<file path="src/rtl/reg_write_sequencer_if.sv">
// rtl/reg_write_sequencer_if.sv - request/status bundle for the register write sequencer
interface reg_write_sequencer_if #(
    parameter int SELECTION = 3,
    parameter int NREGS     = 7,
    parameter int LENW      = 3
);
    logic [SELECTION-1:0] sSelDeco;
    logic                 sWrReq;
    logic                 sBurstReq;
    logic [LENW-1:0]      sBurstLen;
    logic [NREGS-1:0]     sProtMask;
    logic [NREGS-1:0]     sOutDeco;
    logic [SELECTION-1:0] sCurSel;
    logic                 sBusy;
    logic                 sDone;
    logic                 sErr;

    modport master (
        output sSelDeco, sWrReq, sBurstReq, sBurstLen, sProtMask,
        input  sOutDeco, sCurSel, sBusy, sDone, sErr
    );

    modport slave (
        input  sSelDeco, sWrReq, sBurstReq, sBurstLen, sProtMask,
        output sOutDeco, sCurSel, sBusy, sDone, sErr
    );
endinterface

</file>
<file path="src/rtl/reg_write_sequencer.sv">
// rtl/reg_write_sequencer.sv - registered active-low one-hot register write enables, single and burst
module reg_write_sequencer #(
    parameter int SELECTION = 3,
    parameter int NREGS     = 7,
    parameter int LENW      = 3
) (
    input  logic                  clk,
    input  logic                  reset,
    reg_write_sequencer_if.slave  bus
);
    typedef enum logic {IDLE, BURST} state_t;

    state_t               state;
    logic [SELECTION-1:0] idx;
    logic [LENW-1:0]      rem;

    function automatic logic in_range(input logic [SELECTION-1:0] s);
        return int'(s) < NREGS;
    endfunction

    function automatic logic [NREGS-1:0] bit_of(input logic [SELECTION-1:0] s);
        return NREGS'(1) << s;
    endfunction

    function automatic logic is_prot(input logic [SELECTION-1:0] s, input logic [NREGS-1:0] m);
        return |(bit_of(s) & m);
    endfunction

    // A protected slot still occupies its cycle but drives no enable.
    function automatic logic [NREGS-1:0] deco(input logic [SELECTION-1:0] s, input logic [NREGS-1:0] m);
        return is_prot(s, m) ? '1 : ~bit_of(s);
    endfunction

    // Wrap skips the unused codes NREGS..2**SELECTION-1.
    function automatic logic [SELECTION-1:0] next_idx(input logic [SELECTION-1:0] s);
        return (int'(s) == NREGS - 1) ? '0 : s + 1'b1;
    endfunction

    always_ff @(posedge clk) begin
        if (reset) begin
            state        <= IDLE;
            idx          <= '0;
            rem          <= '0;
            bus.sOutDeco <= '1;
            bus.sCurSel  <= '0;
            bus.sBusy    <= 1'b0;
            bus.sDone    <= 1'b0;
            bus.sErr     <= 1'b0;
        end else begin
            bus.sOutDeco <= '1;
            bus.sBusy    <= 1'b0;
            bus.sDone    <= 1'b0;
            bus.sErr     <= 1'b0;
            case (state)
                IDLE: begin
                    // sBusy high here means the displayed cycle is a burst's last slot.
                    if (bus.sBusy && (bus.sWrReq || bus.sBurstReq)) begin
                        bus.sErr <= 1'b1;
                    end else if (bus.sBurstReq) begin
                        if (in_range(bus.sSelDeco)) begin
                            bus.sOutDeco <= deco(bus.sSelDeco, bus.sProtMask);
                            bus.sCurSel  <= bus.sSelDeco;
                            bus.sBusy    <= 1'b1;
                            bus.sErr     <= is_prot(bus.sSelDeco, bus.sProtMask);
                            if (bus.sBurstLen == '0) begin
                                bus.sDone <= 1'b1;
                            end else begin
                                idx   <= next_idx(bus.sSelDeco);
                                rem   <= bus.sBurstLen - 1'b1;
                                state <= BURST;
                            end
                        end else begin
                            bus.sErr <= 1'b1;
                        end
                    end else if (bus.sWrReq) begin
                        if (in_range(bus.sSelDeco)) begin
                            bus.sOutDeco <= deco(bus.sSelDeco, bus.sProtMask);
                            bus.sCurSel  <= bus.sSelDeco;
                            bus.sDone    <= 1'b1;
                            bus.sErr     <= is_prot(bus.sSelDeco, bus.sProtMask);
                        end else begin
                            bus.sErr <= 1'b1;
                        end
                    end
                end
                BURST: begin
                    bus.sOutDeco <= deco(idx, bus.sProtMask);
                    bus.sCurSel  <= idx;
                    bus.sBusy    <= 1'b1;
                    bus.sErr     <= is_prot(idx, bus.sProtMask) || bus.sWrReq || bus.sBurstReq;
                    if (rem == '0) begin
                        bus.sDone <= 1'b1;
                        state     <= IDLE;
                    end else begin
                        rem <= rem - 1'b1;
                        idx <= next_idx(idx);
                    end
                end
                default: state <= IDLE;
            endcase
        end
    end
endmodule

</file>
<file path="src/flat_wrapper.sv">
// flat-port wrapper written by rule: the top's interface ports become plain ports
module reg_write_sequencer_flat 
#(
    parameter int SELECTION = 3,
    parameter int NREGS     = 7,
    parameter int LENW      = 3
)
  (clk, reset, bus_sSelDeco, bus_sWrReq, bus_sBurstReq, bus_sBurstLen, bus_sProtMask, bus_sOutDeco, bus_sCurSel, bus_sBusy, bus_sDone, bus_sErr);
  reg_write_sequencer_if #(.SELECTION(SELECTION), .NREGS(NREGS), .LENW(LENW)) bus_i ();
  input  logic clk;
  input  logic reset;
  input wire logic [$bits(bus_i.sSelDeco)-1:0] bus_sSelDeco;
  input wire logic [$bits(bus_i.sWrReq)-1:0] bus_sWrReq;
  input wire logic [$bits(bus_i.sBurstReq)-1:0] bus_sBurstReq;
  input wire logic [$bits(bus_i.sBurstLen)-1:0] bus_sBurstLen;
  input wire logic [$bits(bus_i.sProtMask)-1:0] bus_sProtMask;
  output wire logic [$bits(bus_i.sOutDeco)-1:0] bus_sOutDeco;
  output wire logic [$bits(bus_i.sCurSel)-1:0] bus_sCurSel;
  output wire logic [$bits(bus_i.sBusy)-1:0] bus_sBusy;
  output wire logic [$bits(bus_i.sDone)-1:0] bus_sDone;
  output wire logic [$bits(bus_i.sErr)-1:0] bus_sErr;
  assign bus_i.sSelDeco = bus_sSelDeco;
  assign bus_i.sWrReq = bus_sWrReq;
  assign bus_i.sBurstReq = bus_sBurstReq;
  assign bus_i.sBurstLen = bus_sBurstLen;
  assign bus_i.sProtMask = bus_sProtMask;
  assign bus_sOutDeco = bus_i.sOutDeco;
  assign bus_sCurSel = bus_i.sCurSel;
  assign bus_sBusy = bus_i.sBusy;
  assign bus_sDone = bus_i.sDone;
  assign bus_sErr = bus_i.sErr;
  reg_write_sequencer #(.SELECTION(SELECTION), .NREGS(NREGS), .LENW(LENW)) u_core (.clk(clk), .reset(reset), .bus(bus_i));
endmodule
</file>
<file path="config.mk">
export PLATFORM = sky130hd
export DESIGN_NAME = reg_write_sequencer_flat
export DESIGN_NICKNAME = d
export VERILOG_FILES = /design/src/rtl/reg_write_sequencer_if.sv /design/src/rtl/reg_write_sequencer.sv /design/src/flat_wrapper.sv
export SDC_FILE = /design/constraint.sdc
export NUM_CORES = 1
export LEC_CHECK = 0
export CORE_MARGIN = 2
export CORE_UTILIZATION = 38
export CTS_CLUSTER_SIZE = 24
export DETAILED_ROUTE_END_ITERATION = 7
export GPL_TIMING_DRIVEN = 0
export PLACE_DENSITY = 0.73
export SYNTH_ARGS = -nofsm -noshare
export SYNTH_HDL_FRONTEND = slang
export SYNTH_SLANG_ARGS = --single-unit
</file>
<file path="constraint.sdc">
create_clock -name clk -period 2.45 [get_ports clk]
set_clock_uncertainty 0.15 [all_clocks]
set_input_delay 0.49 -clock clk [delete_from_list [all_inputs] [get_ports clk]]
set_output_delay 0.49 -clock clk [all_outputs]
set_load 0.02 [all_outputs]
</file>
==> images/final_clocks.png <==
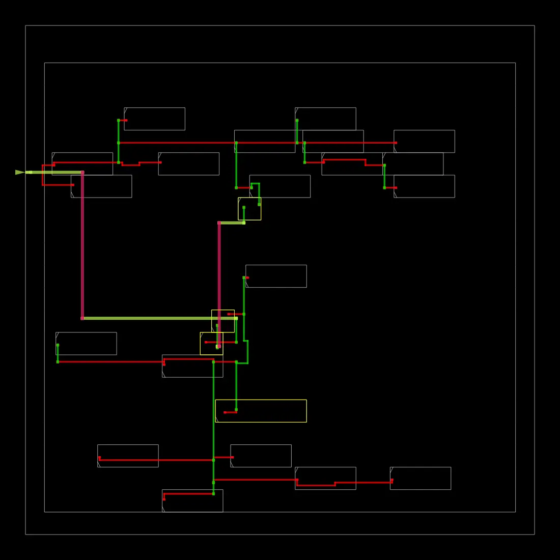
flip-flops: 20
clock buffer count from CTS: 3
CTS Sinks: 20
clk_lat worst skew: 0.31 ns
clock buf count: 3

==> images/pdn.png <==
Pins as bars on the die edge.
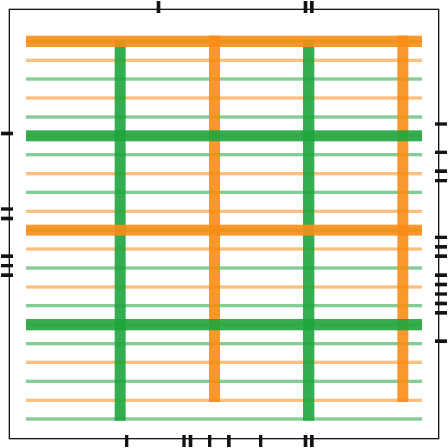
Key: VSS = green; VDD = orange
30 signal pins sit on the boundary. 21 met1 rails follow the rows. 4 straps on met4. 4 straps on met5. The core has 20 rows.
die height: 61.6 um
DIE WIDTH: 61.6 um
core area: 3100 um2
maximum VDD drop: 306 uV

==> impl_metrics.toml <==
# implementation run metrics
[clock_tree]
path_clk_slew_ns = 0.13
cts_tree = "built"
cts_max_level = 1

[yosys]
most_common_cell = "dfxtp_1"
fp_nets = 163
numSynthFlops = 20
synth_adder_area_share_pct = 2.97
netlist_top_cells_count = "dfxtp_1 (20), a21oi_1 (12), nor2_1 (12), mux2i_1 (8), inv_1 (7)"
synthCells = 143

[final_layout]
design_area_um2 = 1740
drive_gt1_share_pct = 21.3
final_core_util_pct = 56.2
diodes = 0

[routing]
firstDrtPassIters = 4
ant_nets = 0

[power]
pg_seq_mw = 0.380
total_power_mw = 1.01
top_power_group = "sequential cells"

[setup_path]
critPathMaxStageDelay_ns = 0.51

[sta]
fin_ws_ns = 0.146
timing.hold.ws_ns = 0.365
finalSetupTns_ns = 0

[flow_run]
warnings = 26

[floorplanning]
ios = 30

[status]
status = "finished, final reports clean"
[state kept, by name, summed over array words and instances, names as in the netlist]
register and count:
u_core.bus.sDone 1, u_core.rem 3, u_core.bus.sCurSel 3, u_core.bus.sOutDeco 7, u_core.bus.sErr 1, u_core.state 1
u_core.idx 3, u_core.bus.sBusy 1
[final cells by class]
| cell class | instances | area (um2) | share of cell area [%] |
|---|---|---|---|
| Sequential cell | 20 | 400 | 23.0 |
| Multi-Input combinational cell | 105 | 779 | 44.7 |
| Timing Repair Buffer | 36 | 345 | 19.8 |
| Inverter | 8 | 30.0 | 1.72 |
| Clock inverter | 1 | 30.0 | 1.72 |
| Tap cell | 44 | 55.1 | 3.16 |
| Buffer | 10 | 80.1 | 4.59 |
| Clock buffer | 3 | 22.5 | 1.29 |
